<file path="src/rtl/subpel_sad_ctrl.sv">
// subpel_sad_ctrl
// ---------------------------------------------------------------------------
// Sequencer for the sub-pixel absolute-difference line datapath used in
// fractional motion estimation. It fetches BLK_H+2 reference rows and BLK_H
// original rows from 1-cycle-latency line memories and builds the 3-row
// window plus the org row for the datapath. It accumulates the 25 candidate
// SADs returned on diff_bus_i, then scans them for the minimum.
//
// Candidate index idx = 5*v + h, with v in {UH,UQ,M,LQ,LH} and h in
// {h,q,f,r,i}. The centre candidate M_f is idx 12.
//
// Optional build macro: SUBPEL_CENTER_BIAS_EN
//   defined   : the minimum search starts from idx 12, so ties go to the centre
//   undefined : the minimum search starts from idx 0, so ties go to the lowest idx
//
// Ports
//   clk_i, rst_i            clock (rising edge), synchronous active-high reset
//   start_i                 one-cycle request, sampled only in IDLE
//   ref_base_i, org_base_i  ref row -1 / org row 0 addresses, latched with start
//   busy_o, done_o          busy from the cycle after start through done;
//                           done is a one-cycle result-valid pulse
//   ref_rd_o/ref_addr_o     reference read strobe/address; ref_data_i follows 1 cycle later
//   org_rd_o/org_addr_o     original read strobe/address; org_data_i follows 1 cycle later
//   cur_*_pix_o, org_pix_o  window rows j-1, j, j+1 and org row j, to the datapath
//   diff_bus_i              25 packed 48-bit diff vectors (6 bytes each)
//   best_idx_o, best_sad_o  winning candidate and its SAD; held until next done
//   dbg_state_o             current FSM state encoding
//
// Handshake: start_i is accepted only when the FSM is in IDLE (busy_o low);
// done_o pulses for one cycle with best_idx_o/best_sad_o already valid, and
// the block is back in IDLE on the following cycle.
// ---------------------------------------------------------------------------
module subpel_sad_ctrl #(
  parameter int BLK_H = 8,
  parameter int AW    = 10,
  parameter int ACC_W = 16
) (
  input  logic             clk_i,
  input  logic             rst_i,
  input  logic             start_i,
  input  logic [AW-1:0]    ref_base_i,
  input  logic [AW-1:0]    org_base_i,
  output logic             busy_o,
  output logic             done_o,
  output logic             ref_rd_o,
  output logic [AW-1:0]    ref_addr_o,
  input  logic [63:0]      ref_data_i,
  output logic             org_rd_o,
  output logic [AW-1:0]    org_addr_o,
  input  logic [63:0]      org_data_i,
  output logic [63:0]      cur_upper_pix_o,
  output logic [63:0]      cur_middle_pix_o,
  output logic [63:0]      cur_lower_pix_o,
  output logic [63:0]      org_pix_o,
  input  logic [1199:0]    diff_bus_i,
  output logic [4:0]       best_idx_o,
  output logic [ACC_W-1:0] best_sad_o,
  output logic [2:0]       dbg_state_o
);

  typedef enum logic [2:0] {
    S_IDLE   = 3'd0,
    S_FETCH  = 3'd1,
    S_DRAIN  = 3'd2,
    S_SELECT = 3'd3,
    S_DONE   = 3'd4
  } state_t;

  localparam logic [6:0]       LAST_K  = 7'(BLK_H + 1);
  localparam logic [ACC_W-1:0] ACC_MAX = '1;
  // Sum width wide enough for acc + 11-bit row sum without overflow.
  localparam int SW = ((ACC_W > 11) ? ACC_W : 11) + 1;

  state_t            state_q, state_d;
  logic [6:0]        cnt_q, cnt_d;
  logic [AW-1:0]     ref_base_q, org_base_q;
  logic              ref_vld_q, org_vld_q, acc_vld_q;
  logic [63:0]       upper_q, middle_q, lower_q, org_q;
  logic [ACC_W-1:0]  acc_q [25];
  logic [ACC_W-1:0]  acc_nx [25];
  logic [10:0]       row_sum [25];
  logic [4:0]        run_idx_q, best_idx_q;
  logic [ACC_W-1:0]  run_sad_q, best_sad_q;
  logic              start_acc;

  // Selection datapath signals
  logic [ACC_W-1:0]  sel_acc, cmp_sad, new_sad;
  logic [4:0]        cmp_idx, new_idx;
  logic              sel_first, sel_win;

  function automatic logic [10:0] sum6(input logic [47:0] v);
    logic [10:0] s;
    s = '0;
    for (int b = 0; b < 6; b++) s = s + 11'(v[8*b +: 8]);
    return s;
  endfunction

  // Row sums and saturating accumulate candidates (combinational from diff_bus).
  always_comb begin
    for (int i = 0; i < 25; i++) begin
      logic [SW-1:0] s;
      row_sum[i] = sum6(diff_bus_i[48*i +: 48]);
      s = SW'(acc_q[i]) + SW'(row_sum[i]);
      acc_nx[i] = (s > SW'(ACC_MAX)) ? ACC_MAX : ACC_W'(s);
    end
  end

  // Next-state and memory-side outputs.
  always_comb begin
    state_d    = state_q;
    cnt_d      = cnt_q;
    busy_o     = 1'b1;
    done_o     = 1'b0;
    ref_rd_o   = 1'b0;
    ref_addr_o = '0;
    org_rd_o   = 1'b0;
    org_addr_o = '0;
    start_acc  = 1'b0;
    case (state_q)
      S_IDLE: begin
        busy_o = 1'b0;
        if (start_i) begin
          start_acc = 1'b1;
          state_d   = S_FETCH;
          cnt_d     = '0;
        end
      end
      S_FETCH: begin
        ref_rd_o   = 1'b1;
        ref_addr_o = ref_base_q + AW'(cnt_q);
        // Org rows trail the ref rows by two so org row j lands with window j.
        if (cnt_q >= 7'd2) begin
          org_rd_o   = 1'b1;
          org_addr_o = org_base_q + AW'(cnt_q - 7'd2);
        end
        if (cnt_q == LAST_K) begin
          state_d = S_DRAIN;
          cnt_d   = '0;
        end else begin
          cnt_d = cnt_q + 7'd1;
        end
      end
      S_DRAIN: begin
        // Two cycles: last row returns, then last window is accumulated.
        if (cnt_q == 7'd1) begin
          state_d = S_SELECT;
          cnt_d   = '0;
        end else begin
          cnt_d = cnt_q + 7'd1;
        end
      end
      S_SELECT: begin
        if (cnt_q == 7'd24) begin
          state_d = S_DONE;
          cnt_d   = '0;
        end else begin
          cnt_d = cnt_q + 7'd1;
        end
      end
      S_DONE: begin
        done_o  = 1'b1;
        state_d = S_IDLE;
      end
      default: state_d = S_IDLE;
    endcase
  end

  // Minimum scan, one candidate per SELECT cycle.
  always_comb begin
    sel_acc   = (cnt_q < 7'd25) ? acc_q[cnt_q[4:0]] : '0;
    sel_first = (cnt_q == 7'd0);
`ifdef SUBPEL_CENTER_BIAS_EN
    cmp_sad = sel_first ? acc_q[12] : run_sad_q;
    cmp_idx = sel_first ? 5'd12     : run_idx_q;
    sel_win = (sel_acc < cmp_sad);
`else
    cmp_sad = run_sad_q;
    cmp_idx = run_idx_q;
    sel_win = sel_first || (sel_acc < cmp_sad);
`endif
    new_sad = sel_win ? sel_acc : cmp_sad;
    new_idx = sel_win ? cnt_q[4:0] : cmp_idx;
  end

  always_ff @(posedge clk_i) begin
    if (rst_i) begin
      state_q    <= S_IDLE;
      cnt_q      <= '0;
      ref_base_q <= '0;
      org_base_q <= '0;
      ref_vld_q  <= 1'b0;
      org_vld_q  <= 1'b0;
      acc_vld_q  <= 1'b0;
      upper_q    <= '0;
      middle_q   <= '0;
      lower_q    <= '0;
      org_q      <= '0;
      run_idx_q  <= '0;
      run_sad_q  <= '0;
      best_idx_q <= '0;
      best_sad_q <= '0;
      for (int i = 0; i < 25; i++) acc_q[i] <= '0;
    end else begin
      state_q   <= state_d;
      cnt_q     <= cnt_d;
      ref_vld_q <= ref_rd_o;
      org_vld_q <= org_rd_o;
      // Window for row j is complete one cycle after org row j returns.
      acc_vld_q <= org_vld_q;
      if (start_acc) begin
        ref_base_q <= ref_base_i;
        org_base_q <= org_base_i;
        for (int i = 0; i < 25; i++) acc_q[i] <= '0;
      end else if (acc_vld_q) begin
        for (int i = 0; i < 25; i++) acc_q[i] <= acc_nx[i];
      end
      if (ref_vld_q) begin
        upper_q  <= middle_q;
        middle_q <= lower_q;
        lower_q  <= ref_data_i;
      end
      if (org_vld_q) org_q <= org_data_i;
      if (state_q == S_SELECT) begin
        run_sad_q <= new_sad;
        run_idx_q <= new_idx;
        // Publish on the last candidate so results are valid alongside done.
        if (cnt_q == 7'd24) begin
          best_sad_q <= new_sad;
          best_idx_q <= new_idx;
        end
      end
    end
  end

  assign cur_upper_pix_o  = upper_q;
  assign cur_middle_pix_o = middle_q;
  assign cur_lower_pix_o  = lower_q;
  assign org_pix_o        = org_q;
  assign best_idx_o       = best_idx_q;
  assign best_sad_o       = best_sad_q;
  assign dbg_state_o      = state_q;

endmodule

</file>
<file path="config.mk">
export PLATFORM = sky130hd
export DESIGN_NAME = subpel_sad_ctrl
export DESIGN_NICKNAME = d
export VERILOG_FILES = /design/src/rtl/subpel_sad_ctrl.sv
export SDC_FILE = /design/constraint.sdc
export NUM_CORES = 2
export LEC_CHECK = 0
export ABC_AREA = 1
export CORE_AREA = 2 2 646 648
export CTS_CLUSTER_DIAMETER = 200
export DETAILED_ROUTE_END_ITERATION = 12
export DIE_AREA = 0 0 648 650
export MAX_ROUTING_LAYER = met4
export PLACE_DENSITY = 0.36
export SLEW_MARGIN = 25
export SYNTH_ARGS = -nofsm -noshare
export SYNTH_HDL_FRONTEND = slang
export SYNTH_SLANG_ARGS = --single-unit
</file>
<file path="constraint.sdc">
create_clock -name clk_i -period 11.1 [get_ports clk_i]
set_clock_uncertainty 0.05 [all_clocks]
set_input_delay 3.33 -clock clk_i [delete_from_list [all_inputs] [get_ports clk_i]]
set_output_delay 3.33 -clock clk_i [all_outputs]
set_load 0.01 [all_outputs]
</file>
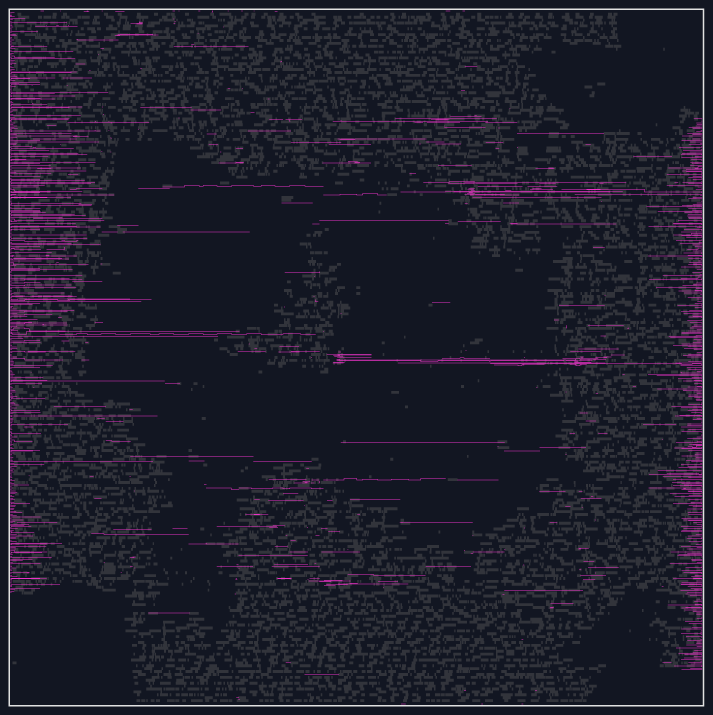
m3.png
- nets with wire on the layer: 993
- share of all routed wire: 6.5%

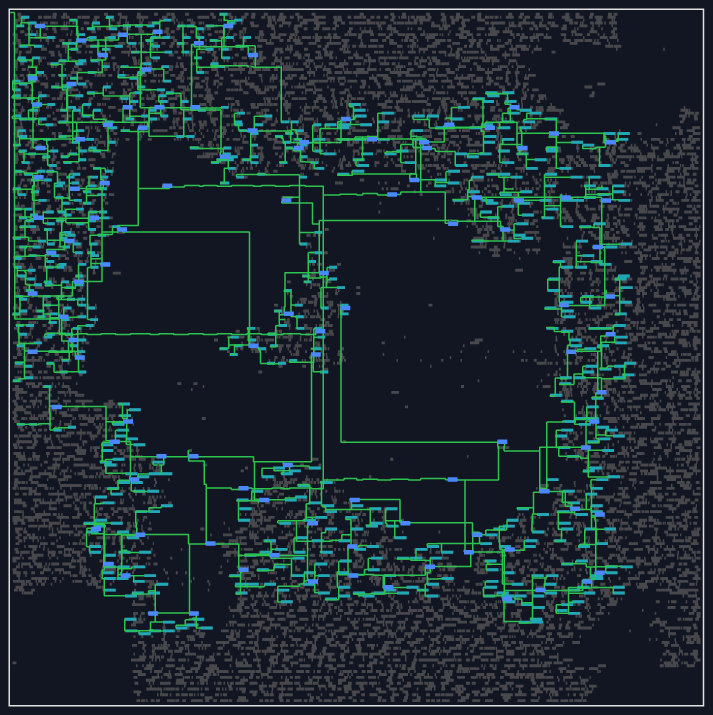
clock_wires.png
- clock wires: green (length 16900 um)
- clock-net drivers: blue (count 110)
- flip-flops: cyan (count 736)
- routed clock nets: 111

==> out/metrics.yaml <==
outcome:
  outcome: "completed"
cells_and_area:
  layout.area.comb_sq_mm: 0.04289
  buffers: 1690
  inverters: 2758
  drive_gt1_frac: 0.02443
  largest_register_ffs: 400
  clk_share: 0.03691
floorplanning:
  ioPinCount: 1655
  die_x_um: 648
  fp_util: 0.1753
  core_area_sq_mm: 0.4149
drt:
  drt_wl_total_mm: 321.1
  vias: 59490
  drt_iter0_markers: 2542
  drtAntennaViolNets: 0
  vias_per_cell: 3.743
min_path:
  hold_path_class: "reg -> reg"
logic_synthesis:
  ys_area_sq_mm: 0.07272
  synthTopCellsByCount: "2728 x inv_1, 952 x fa_1, 851 x nor2_1, 693 x o21ai_0, 618 x a21oi_1"
  netlist_instances: 8711
  synth_cell_types: 45
  synth_top_area_share: 0.2621
  mux_area_frac: 0.0001376
  yosys.area_share.aoi: 0.1166
  top_logic_kind: "adder cells"
  synth_warnings: 0
  topCellsByArea: "fa_1 26%, edfxtp_1 16%, inv_1 14%, dfxtp_1 9.7%, ha_1 8.8%"
  yosys_cells: 8711
  synthesis.area_sq_mm: 0.07272
  ys_seq_frac: 0.2555
  synthFlopType: "edfxtp_1"
  fa_ha_area_frac: 0.3503
final_timing:
  min_period_ns: 8.131
  clock.fmax_mhz: 123.0
  relSlewSlack: 0.2185
  worst_pin_slew_ns: 1.167
  setup_viol: 0
  maxSlewViolCount: 0
critical_path:
  r2r_cells: 18
  crit_required_ns: 11.59
  cp_data_arrival_time_ns: 8.62
  cp_max_fo: 4
  cp_num_buf_inv: 6
clock_network:
  cts_tree: "yes"
  cts_buffer_depth: 4
  clkTransAtPathRegs_ns: 0.06
  clk-insertion-delay-late_ns: 0.90
  cts_sinks: 736
  root_buffer: "clkbuf_16"
  cts-resized-gates: 0
placement:
  place_hpwl_mm: 270.5
  place_area_sq_mm: 0.09567
power_and_ir_drop:
  p_switching_uw: 9866
  p_seq_frac: 0.186
  powerDensity_mw_per_mm2: 210.2
grt:
  grt_antenna_before_repair: 47
  grt_pass1_wl_mm: 454.9
job:
  warnings: 46
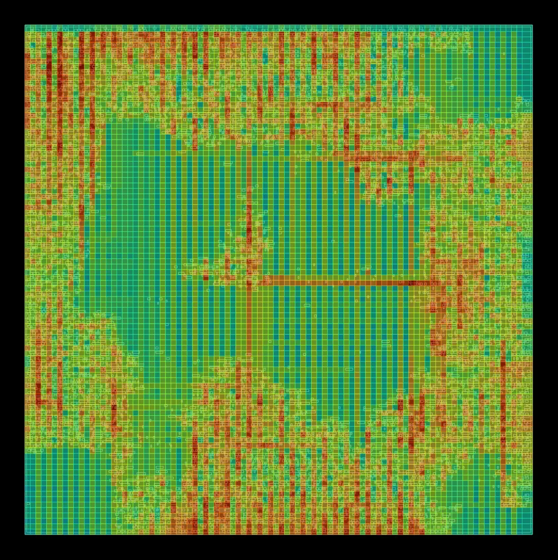
congestion_map.png
met2 usage: 0.2761
met3 Track Usage GR: 0.03711
layer with the highest usage: met2
wire per inst: 20.21 um

[worst max-delay path by stage]
stage	cells past startpoint	start	slack (ns)	to
finish	22	diff_bus_i[244]	2.97	acc_q[5][15]$_SDFFCE_PN0P_
global route	22	diff_bus_i[244]	2.63	acc_q[5][15]$_SDFFCE_PN0P_
CTS	22	diff_bus_i[244]	2.90	acc_q[5][15]$_SDFFCE_PN0P_
detailed placement	22	diff_bus_i[244]	1.97	acc_q[5][15]$_SDFFCE_PN0P_
global placement	22	diff_bus_i[244]	1.93	acc_q[5][15]$_SDFFCE_PN0P_
floorplan	4	start_i	0.95	acc_q[10][0]$_SDFFCE_PN0P_
[metrics by stage]
| step | worst slack, ns | hold WS, ns | total power [uW] | util |
|---|---|---|---|---|
| after floorplan | 0.9543 | 0.3774 | 12980 | - |
| final | 2.969 | 0.4054 | 20900 | 0.2397 |
| after detailed placement | 1.970 | 0.3966 | 17490 | 0.2306 |
| after global routing | 2.627 | 0.4422 | 23290 | 0.2397 |
| after CTS | 2.905 | 0.4092 | 21420 | 0.2395 |
| after global placement | 1.931 | 0.3956 | 17690 | 0.2306 |
[per-layer routing]
| metal | vias to the layer above | routed length [um] | track usage |
|---|---|---|---|
| met4 | 0 | 8508 | 0.03981 |
| met5 | - | 0 | - |
| li1 | 29510 | - | - |
| met2 | 1413 | 165900 | 0.2761 |
| met1 | 28319 | 125800 | 0.1698 |
| met3 | 248 | 20900 | 0.03711 |
[layout by cell type (no fill, tap or decap), types with 46 or more instances in the layout]
master	n
nand3_1	166
fa_1	952
nand2_1	570
a31oi_1	46
inv_1	2725
xnor2_1	77
o21ai_0	692
edfxtp_1	384
a21oi_1	617
ha_1	513
clkdlybuf4s50_1	1653
xor2_1	177
dfxtp_1	347
nor2_1	849
nor3_1	78
clkbuf_16	115
No activity file was given, so power comes from the tool's default toggle rates.
